===== src/rtl/camera_pkg.sv =====
// Shared types for the camera windowing slice.
// Frame-sync FSM states and decimation encodings.
package camera_pkg;

    typedef enum logic [1:0] {
        WAIT_IDLE = 2'd0,
        ARMED     = 2'd1,
        ACTIVE    = 2'd2
    } fsm_state_t;

    typedef enum logic [1:0] {
        DECIM_1X     = 2'd0,
        DECIM_2X     = 2'd1,
        DECIM_4X     = 2'd2,
        DECIM_4X_ALT = 2'd3
    } decim_t;

    function automatic logic [1:0] decim_shift(input logic [1:0] d);
        logic [1:0] s;
        unique case (decim_t'(d))
            DECIM_1X: s = 2'd0;
            DECIM_2X: s = 2'd1;
            default:  s = 2'd2;
        endcase
        return s;
    endfunction

    function automatic logic [1:0] decim_mask(input logic [1:0] d);
        logic [1:0] m;
        unique case (decim_t'(d))
            DECIM_1X: m = 2'b00;
            DECIM_2X: m = 2'b01;
            default:  m = 2'b11;
        endcase
        return m;
    endfunction

endpackage


===== src/rtl/camera_frame_sync.sv =====
// Frame-sync FSM, raw column/line counters and frame status.
// Counters saturate at the geometry limits; errors are sticky per frame.
module camera_frame_sync
    import camera_pkg::*;
#(
    parameter  int MAX_W = 752,
    parameter  int MAX_H = 480,
    localparam int CW    = $clog2(MAX_W),
    localparam int LW    = $clog2(MAX_H)
) (
    input  logic          clk,
    input  logic          rst_n,
    input  logic          fv,
    input  logic          lv,
    input  logic          enable,
    output logic          start,
    output logic          pix,
    output logic [CW:0]   col,
    output logic [LW:0]   line,
    output logic          frame_end,
    output logic [15:0]   frame_count,
    output logic          len_err,
    output logic          ovf_err
);

    localparam logic [CW:0] COL_MAX = (CW+1)'(MAX_W);
    localparam logic [LW:0] LINE_MAX = (LW+1)'(MAX_H);

    fsm_state_t state, state_nxt;
    logic active;
    logic lv_d;
    logic run, accept, line_end, fend;
    logic col_sat, line_sat;
    logic have_len;
    logic [CW:0] first_len;

    always_ff @(posedge clk or negedge rst_n) begin
        if (!rst_n) state <= WAIT_IDLE;
        else        state <= state_nxt;
    end

    always_comb begin
        state_nxt = state;
        unique case (state)
            WAIT_IDLE: if (!fv)          state_nxt = ARMED;
            ARMED:     if (fv && enable) state_nxt = ACTIVE;
            ACTIVE:    if (!fv)          state_nxt = ARMED;
            default:                     state_nxt = WAIT_IDLE;
        endcase
    end

    always_comb begin
        start  = (state == ARMED) && fv && enable;
        active = (state == ACTIVE);
    end

    // The frame-start cycle already carries a pixel when LINE_VALID is high.
    assign run      = (active || start) && fv;
    assign accept   = run && lv;
    assign col_sat  = (col == COL_MAX);
    assign line_sat = (line == LINE_MAX);
    assign pix      = accept && !col_sat && !line_sat;
    assign line_end = active && lv_d && !lv;
    assign fend     = active && !fv;

    always_ff @(posedge clk or negedge rst_n) begin
        if (!rst_n) begin
            lv_d <= 1'b0;
            col  <= '0;
            line <= '0;
        end else begin
            lv_d <= lv;
            if (!run) begin
                col  <= '0;
                line <= '0;
            end else begin
                if (!lv)          col <= '0;
                else if (!col_sat) col <= col + 1'b1;
                if (line_end && !line_sat) line <= line + 1'b1;
            end
        end
    end

    always_ff @(posedge clk or negedge rst_n) begin
        if (!rst_n) begin
            have_len    <= 1'b0;
            first_len   <= '0;
            len_err     <= 1'b0;
            ovf_err     <= 1'b0;
            frame_end   <= 1'b0;
            frame_count <= '0;
        end else begin
            if (start) begin
                have_len <= 1'b0;
                len_err  <= 1'b0;
                ovf_err  <= 1'b0;
            end else begin
                if (line_end) begin
                    if (!have_len) begin
                        first_len <= col;
                        have_len  <= 1'b1;
                    end else if (col != first_len) begin
                        len_err <= 1'b1;
                    end
                end
                if (accept && (col_sat || line_sat)) ovf_err <= 1'b1;
            end
            frame_end <= fend;
            if (fend) frame_count <= frame_count + 1'b1;
        end
    end

endmodule


===== src/rtl/camera_window.sv =====
// Region-of-interest windowing and decimation of a parallel sensor stream.
// Window geometry is frozen at frame start; output is registered (latency 1).
module camera_window
    import camera_pkg::*;
#(
    parameter  int DATA_W = 10,
    parameter  int MAX_W  = 752,
    parameter  int MAX_H  = 480,
    localparam int CW     = $clog2(MAX_W),
    localparam int LW     = $clog2(MAX_H)
) (
    input  logic              PIXCLK,
    input  logic              RESET_N,
    input  logic              FRAME_VALID,
    input  logic              LINE_VALID,
    input  logic [DATA_W-1:0] DATA_IN,
    input  logic              ENABLE,
    input  logic [CW-1:0]     ROI_X0,
    input  logic [LW-1:0]     ROI_Y0,
    input  logic [CW:0]       ROI_W,
    input  logic [LW:0]       ROI_H,
    input  logic [1:0]        DECIM,
    output logic [DATA_W-1:0] DATA_OUT,
    output logic [CW-1:0]     CURRENT_COLUMN,
    output logic [LW-1:0]     CURRENT_LINE,
    output logic              PIXEL_VALID,
    output logic              FRAME_START,
    output logic              FRAME_END,
    output logic [15:0]       FRAME_COUNT,
    output logic              LINE_LEN_ERR,
    output logic              OVERFLOW_ERR
);

    logic          start, pix, first_done, emit;
    logic [CW:0]   col, rel_x, w_q, w_e;
    logic [LW:0]   line, rel_y, h_q, h_e;
    logic [CW-1:0] x0_q, x0_e;
    logic [LW-1:0] y0_q, y0_e;
    logic [1:0]    dec_q, dec_e, sh, mask;
    logic          in_x, in_y, dec_ok;

    camera_frame_sync #(
        .MAX_W(MAX_W),
        .MAX_H(MAX_H)
    ) u_sync (
        .clk        (PIXCLK),
        .rst_n      (RESET_N),
        .fv         (FRAME_VALID),
        .lv         (LINE_VALID),
        .enable     (ENABLE),
        .start      (start),
        .pix        (pix),
        .col        (col),
        .line       (line),
        .frame_end  (FRAME_END),
        .frame_count(FRAME_COUNT),
        .len_err    (LINE_LEN_ERR),
        .ovf_err    (OVERFLOW_ERR)
    );

    always_ff @(posedge PIXCLK or negedge RESET_N) begin
        if (!RESET_N) begin
            x0_q  <= '0;
            y0_q  <= '0;
            w_q   <= '0;
            h_q   <= '0;
            dec_q <= '0;
        end else if (start) begin
            x0_q  <= ROI_X0;
            y0_q  <= ROI_Y0;
            w_q   <= ROI_W;
            h_q   <= ROI_H;
            dec_q <= DECIM;
        end
    end

    // The start cycle may already hold a pixel, so it sees the live geometry.
    always_comb begin
        x0_e  = start ? ROI_X0 : x0_q;
        y0_e  = start ? ROI_Y0 : y0_q;
        w_e   = start ? ROI_W  : w_q;
        h_e   = start ? ROI_H  : h_q;
        dec_e = start ? DECIM  : dec_q;
    end

    always_comb begin
        rel_x  = col - {1'b0, x0_e};
        rel_y  = line - {1'b0, y0_e};
        in_x   = (col >= {1'b0, x0_e}) && (rel_x < w_e);
        in_y   = (line >= {1'b0, y0_e}) && (rel_y < h_e);
        sh     = decim_shift(dec_e);
        mask   = decim_mask(dec_e);
        dec_ok = ((rel_x[1:0] & mask) == 2'b00) &&
                 ((rel_y[1:0] & mask) == 2'b00);
        emit   = pix && in_x && in_y && dec_ok;
    end

    always_ff @(posedge PIXCLK or negedge RESET_N) begin
        if (!RESET_N) begin
            DATA_OUT       <= '0;
            CURRENT_COLUMN <= '0;
            CURRENT_LINE   <= '0;
            PIXEL_VALID    <= 1'b0;
            FRAME_START    <= 1'b0;
            first_done     <= 1'b0;
        end else begin
            PIXEL_VALID <= emit;
            FRAME_START <= emit && (start || !first_done);
            if (start)     first_done <= emit;
            else if (emit) first_done <= 1'b1;
            if (emit) begin
                DATA_OUT       <= DATA_IN;
                CURRENT_COLUMN <= CW'(rel_x >> sh);
                CURRENT_LINE   <= LW'(rel_y >> sh);
            end
        end
    end

endmodule


===== config.mk =====
export PLATFORM = sky130hd
export DESIGN_NAME = camera_window
export DESIGN_NICKNAME = d
export VERILOG_FILES = /design/src/rtl/camera_pkg.sv /design/src/rtl/camera_frame_sync.sv /design/src/rtl/camera_window.sv
export SDC_FILE = /design/constraint.sdc
export NUM_CORES = 1
export LEC_CHECK = 0
export ABC_AREA = 1
export CAP_MARGIN = 20
export CORE_AREA = 2 2 115 117
export DETAILED_ROUTE_END_ITERATION = 12
export DIE_AREA = 0 0 117 119
export GPL_TIMING_DRIVEN = 1
export HOLD_SLACK_MARGIN = 0.05
export PLACE_DENSITY_LB_ADDON = 0.25
export SLEW_MARGIN = 20
export SYNTH_ARGS = -nofsm -noshare
export SYNTH_HDL_FRONTEND = slang
export SYNTH_SLANG_ARGS = --single-unit

===== constraint.sdc =====
create_clock -name PIXCLK -period 11.95 [get_ports PIXCLK]
set_clock_uncertainty 0.05 [all_clocks]
set_input_delay 2.39 -clock PIXCLK [delete_from_list [all_inputs] [get_ports PIXCLK]]
set_output_delay 2.39 -clock PIXCLK [all_outputs]
set_load 0.05 [all_outputs]

==> impl_metrics.yaml, run 1 <==
# flow metrics
status:
  run_status: "finished clean"
placed_design:
  hpwl_um: 12300
  io_buffer_count: 106
  place_inst: 1159
final_timing:
  setup_tns_ps: 0
  fin_crit_ps: 7860
  holdWs_ps: 403
  drv_slew: 0
  rsz0062_at_grt: "no"
  fmax_mhz: 127
  relSlewSlack_pct: 35.9
  hold_violations: 0
  post-route-period-util_pct: 65.8
cts:
  root_buffer: "clkbuf_16"
  clock_sinks: 129
  clk_path_buf_depth: 2
  cts_hold_buf: 0
  cts_setup_buffers: 0
  cts.clk_slew.worst_paths_ps: 50
  cts_buffers: 17
  cts_tree: "built"
  cts_max_level: 4
floorplanning:
  fp-row-count: 42
  chip_area_sq_um: 13900
  fp_util_pct: 56.6
  ios: 107
  die_x_um: 117
  die_y_um: 119
synthesis:
  yosysWarnings: 0
  synth_top_cell_by_count: "nand2_1"
  netlist_instances: 896
  top_area_cell: "dfrtp_1"
  ys_cells: 896
  synthArstFlopShare_pct: 100
  syn_nets: 999
  synthAoiAreaFrac_pct: 10.4
  ys_sh_mux_pct: 0.618
  synth.top_cells.by_area: "dfrtp_1 44%, nand2_1 11%, ha_1 7.5%"
  synth-edff-count: 0
  synth.top_cell.area_share_pct: 44.3
  yosys.area_share.simple_pct: 24.6
  synth.avg_cell_area_sq_um: 8.14
  synth.distinct_cells: 45
  ys_ff: 129
  synth-main-ff-cell: "dfrtp_1"
  synth_xor_xnor_area_share_pct: 4.32
  top_logic_kind: "simple AND/OR/NAND/NOR gates"
worst_hold_path:
  min_path_type: "reg2reg"
global_route:
  antenna_found_initial: 0
  grt_start_max_net_pins: 77
  grt_pass1_vias: 5896
critical_path:
  cp_data_arrival_time_ps: 8080
  worstSetupEndpointType: "flop"
  slowest_delay_ps: 470
  critical_path.top_delay_family: "simple AND/OR/NAND/NOR gates"
  path_class: "in2reg"
  path_buffers: 6
  cp_max_fo: 52
  cp-start-kind: "input port"
job:
  tool_warnings: 30
  maxCapViolations: 0
finish:
  syn_to_final_growth_pct: 24.1
  layout.nets: 1106
  layoutNonFillerInstCount: 1190
  drive_above_1_share_pct: 8.28
  diodes: 0
drt:
  drcViolationCount: 0
  viasPerCell: 5.22
  firstDrtPassIters: 5
  drt_iter0_drc: 377
  via_count: 6215
  ant_nets: 0
pwr:
  peakVddDrop_uv: 109
  powerDensity_nw_per_um2: 200
  p_leak_nw: 4.58
-- run 1: routing by layer --
metal	routed length, um	vias up	GRT usage (%)	part of all wire, %
met5	0	-	0	0
met4	379	0	8.97	2.3
met3	959	29	6.41	5.7
met2	7380	176	38.5	44
met1	8080	2897	37.4	48
li1	-	3113	-	-
-- run 1: area by class of cell --
| type | instances | area (sq um) |
|---|---|---|
| clock buffers | 24 | 472 |
| clock inverters | 6 | 82.6 |
| fillers | 1004 | 3820 |
| inverters | 124 | 465 |
| multi-input cells | 623 | 3500 |
| flip-flops and latches | 129 | 3230 |
| well taps | 176 | 220 |
| repair buffers | 108 | 1080 |
-- run 1: stage by stage --
step	util, %	setup WS, ps
global placement	65.9	3670
floorplan	-	5730
finish	70.3	4090
detailed placement	65.9	3530
global route	70.3	3420
CTS	70.2	3880
-- run 1: path summary, 6_finish.rpt --
check	startpoint	to	slack, ps	cells after the start
max	FRAME_VALID	CURRENT_LINE[0]	4090	31
min	first_done	FRAME_START	400	1
max reg2reg	u_sync.state[0]	CURRENT_LINE[0]	6220	30
min reg2reg	first_done	FRAME_START	400	1
max in group asynchronous	RESET_N	DATA_OUT[5]	8490	2
min in group asynchronous	RESET_N	u_sync.frame_end	1940	1
-- run 1: sequential cells by signal, indices dropped and copies added, names as in the netlist, 2 cells and up --
signal              count
CURRENT_COLUMN         10
CURRENT_LINE            9
DATA_OUT               10
dec_q                   2
h_q                    10
u_sync.col             11
u_sync.first_len       11
u_sync.frame_count     16
u_sync.line            10
u_sync.state            2
w_q                    11
x0_q                   10
y0_q                    9
-- run 1: power by group --
group          switching [mW]  total (mW)  internal, mW
clock network           0.177       0.491         0.314
logic                   0.478       0.766         0.288
registers              0.0311       0.551         0.520
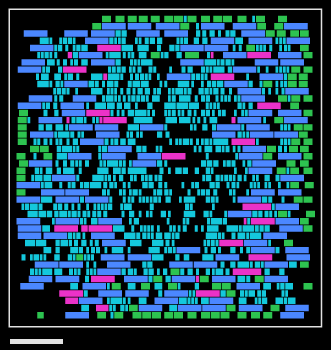
Figure 1: run 1, placed cells, one color a class.
Bar = 20 um.
color	class	cells	share of their area
green	other buffers and delay cells	108	12%
cyan	all other logic	747	45%
magenta	clock drivers and dummy loads	30	6.3%
blue	flip-flops	129	37%
fin area: 9050 sq um
Core ar.: 12,900 sq um

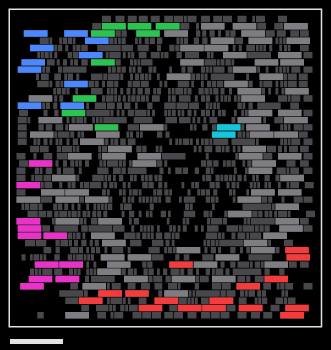
Figure 2: run 1, register map, names as in the netlist.
Bar = 20 um.
color	signal	sequential cells
green	y0_q	9
cyan	dec_q	2
blue	u_sync.line	10
red	u_sync.frame_count	16
magenta	u_sync.first_len	11
register area: 3230 sq um
Util after Layout: 70.3%

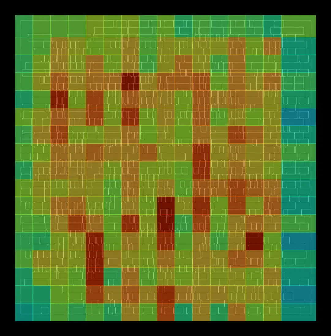
Figure 3: run 1, routing congestion map.
GRT met1 Usage: 37.4%
DR WL/cell: 14.1 um
GRT Overall Usage: 26.0%
M3 GR Usage: 6.41%

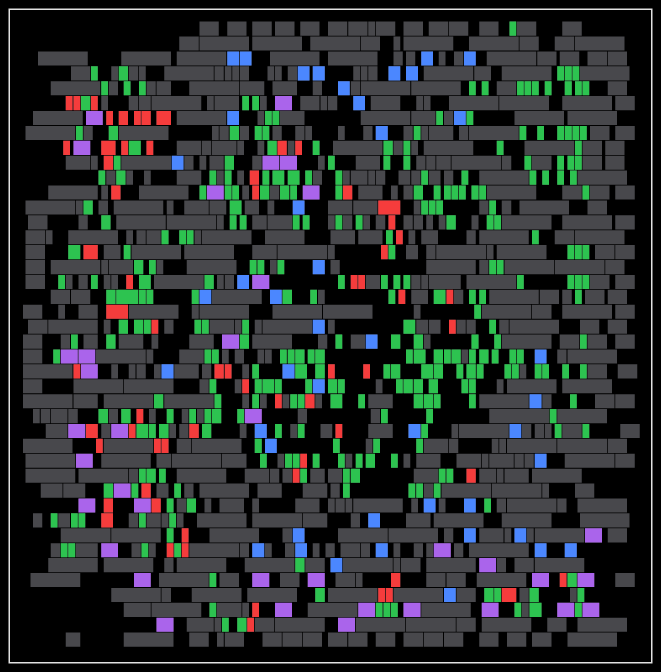
Figure 4: run 1, logic cells by family.
color	family	cells	most used
blue	AND and OR gates	44	or2_2
green	NAND gates	294	nand2_1
red	NOR gates	65	nor2_1
purple	XOR/XNOR gates	36	xor2_1

Figure 5. Clock distribution (run 1).
Bar = 20 um.
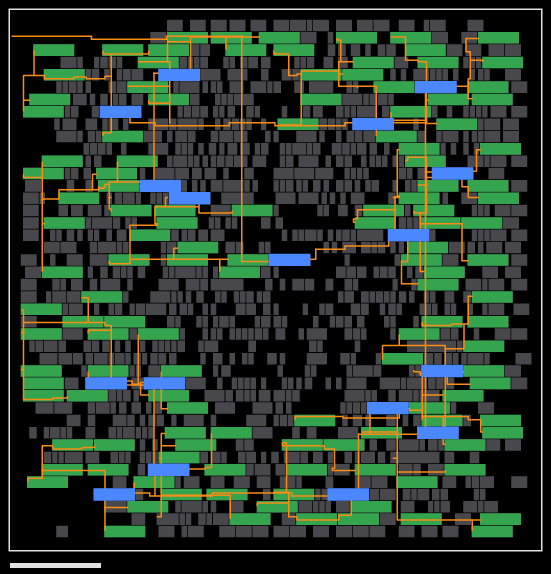

==> run 2: changes to the inputs <==
--- a/config.mk
+++ b/config.mk
@@ -7,9 +7,9 @@
 export LEC_CHECK = 0
 export ABC_AREA = 1
 export CAP_MARGIN = 20
-export CORE_AREA = 2 2 115 117
+export CORE_AREA = 2 2 124 126
 export DETAILED_ROUTE_END_ITERATION = 12
-export DIE_AREA = 0 0 117 119
+export DIE_AREA = 0 0 126 128
 export GPL_TIMING_DRIVEN = 1
 export HOLD_SLACK_MARGIN = 0.05
 export PLACE_DENSITY_LB_ADDON = 0.25
==> constraint.sdc (replaced) <==
create_clock -name PIXCLK -period 6.9 [get_ports PIXCLK]
set_clock_uncertainty 0.05 [all_clocks]
set_input_delay 1.38 -clock PIXCLK [delete_from_list [all_inputs] [get_ports PIXCLK]]
set_output_delay 1.38 -clock PIXCLK [all_outputs]
set_load 0.05 [all_outputs]
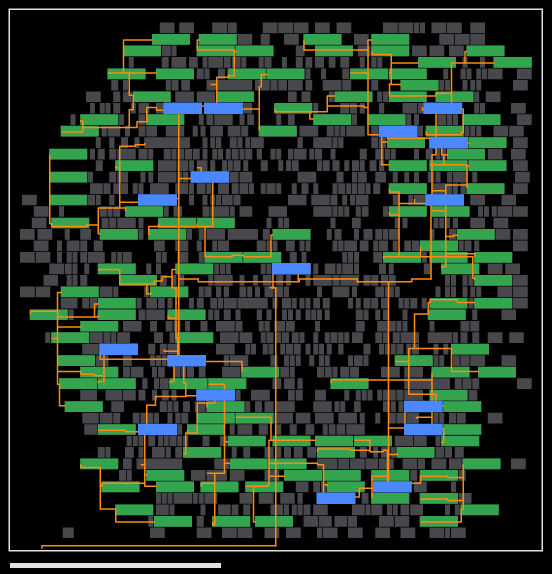
Figure 6: run 2, clock distribution.
Bar = 50 um.
[blue] cells driving clock nets | count: 17
[orange] clock wires | length: 1,680 um
[green] flip-flops | count: 129
routed clock nets	18
flops lie	spread over the die
Clk pwr share: 29.5%
clk latency late pin: 420 ps
P_clk: 0.958 mW

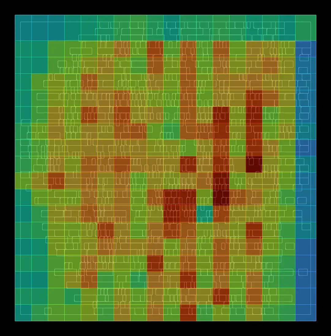
Figure 7: run 2, routing congestion map.
GRT met1 Usage: 31.3%
GRT Overall Usage: 22.2%
DR WL/cell: 14.4 um
Util after Layout: 61.7%

==> run 2 against run 1 <==
Cell count rose by 1.5%. Synthesized area did not move. Non-clock buffer count rose by 3. First-iteration DRC count rose by 15%. Largest cell class unchanged. Via count fell by 0.43%. Hold slack improved by 11 ps. Combinational power rose by 75%. Synthesized cell count did not move. Highest routed layer unchanged. Power rose by 79%. Core utilization fell by 8.6 points. Register-to-register slack got worse by 4600 ps. Sequential power rose by 72%.
==> impl_metrics.yaml, run 2 <==
# flow metrics
status:
  run_status: "finished clean"
drt:
  drt_iter0_drc: 435
  via_count: 6188
final_timing:
  post-route-period-util_pct: 92.7
  fin_crit_ps: 6400
  holdWs_ps: 413
  rsz0062_at_grt: "no"
critical_path:
  r2r_slack_ps: 1590
  r2r-end: "CURRENT_LINE[0]"
  path_class: "in2reg"
  crit_start: "FRAME_VALID"
  reg2regPathDepth: 27
  cp_max_fo: 39
  worstSetupEndpoint: "CURRENT_LINE[0]"
cts:
  cts_buffers: 17
  cts.clk_slew.worst_paths_ps: 60
  cts_tree: "built"
  cts_hold_buf: 0
  root_buffer: "clkbuf_16"
floorplanning:
  die_x_um: 126
  die_y_um: 128
global_route:
  grt_start_max_net_pins: 46
  grt_pass1_vias: 5908
  antenna_found_initial: 0
finish:
  diodes: 0
  fill_cells: 1312
  largest_register: "u_sync.frame_count"
  layout.nets: 1110
synthesis:
  synth-edff-count: 0
  synth_top_cell_by_count: "nand2_1"
  syn_nets: 999
  netlist_instances: 896
  ys_cells: 896
  synth.top_cell.area_share_pct: 44.3
pwr:
  peakVddDrop_uv: 198
worst_hold_path:
  hp-start: "first_done"
job:
  tool_warnings: 30
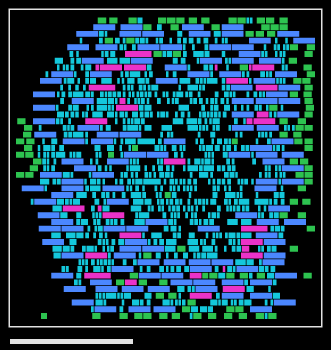
Figure 8: run 2, placed cells, one color a class.
Bar = 50 um.
Core ar.: 14,900 sq um
fin area: 9170 sq um

[run 2: critical path, stage by stage]
cell and delay (ps):
clkdlybuf4s50_1 450, nand2_1 110, inv_2 70, nand2_4 250, clkinvlp_4 340, buf_4 300, or2_2 280, o21ai_0 150
ha_1 380, nand2_1 120, inv_1 60, a21o_1 190, nand2_1 50, nand4_1 90, xor2_1 280, ha_1 300
a21oi_1 190, o211ai_1 110, nor2_1 110, nand2_1 60, nor2_1 110, nand2_1 60, nor2_1 80, nand2_1 160
nor2_4 340, inv_2 320, nand2_1 140, o21ai_0 100
[run 2: stage by stage]
stage          util, %  worst slack, ps  instances
4_1_cts           61.6              358       1207
6_report          61.7              502       1208
2_1_floorplan        -             1690        896
3_3_place_gp      57.4              163       1175
5_1_grt           61.7             48.0       1208
3_5_place_dp      57.4             9.06       1175
[run 2: logic make-up (layout without fill, tap and decap cells)]
family / after synthesis / in the layout / synth area share, %
xor gates and xnor gates: 36 / 36 / 4.32
and+or+nand+nor: 403 / 404 / 24.6
adders and majority gates: 46 / 46 / 8.10
AOI/OAI and AO/OA: 134 / 134 / 10.4
buffers and inverters: 144 / 267 / 7.74
muxes: 4 / 4 / 0.618
DFF: 129 / 129 / 44.3
[run 2: cell type report]
type                    instances  area (sq um)  area share [%]
clock buffers                  23           478            5.21
clock inverters                 9           154            1.68
inverters                     124           469            5.12
multi-input cells             624          3510            38.3
flip-flops and latches        129          3230            35.2
well taps                     188           235            2.57
repair buffers                111          1100            12.0
[run 2: routing by layer]
metal | share of wire, % | global-route usage [%] | vias up
met5 | 0 | 0 | -
met1 | 49 | 31.3 | 2910
met2 | 46 | 34.9 | 138
li1 | - | - | 3124
met4 | 1.3 | 7.11 | 0
met3 | 4.3 | 4.17 | 16
Power figures rest on the tool's default switching activity, not on a simulated workload.
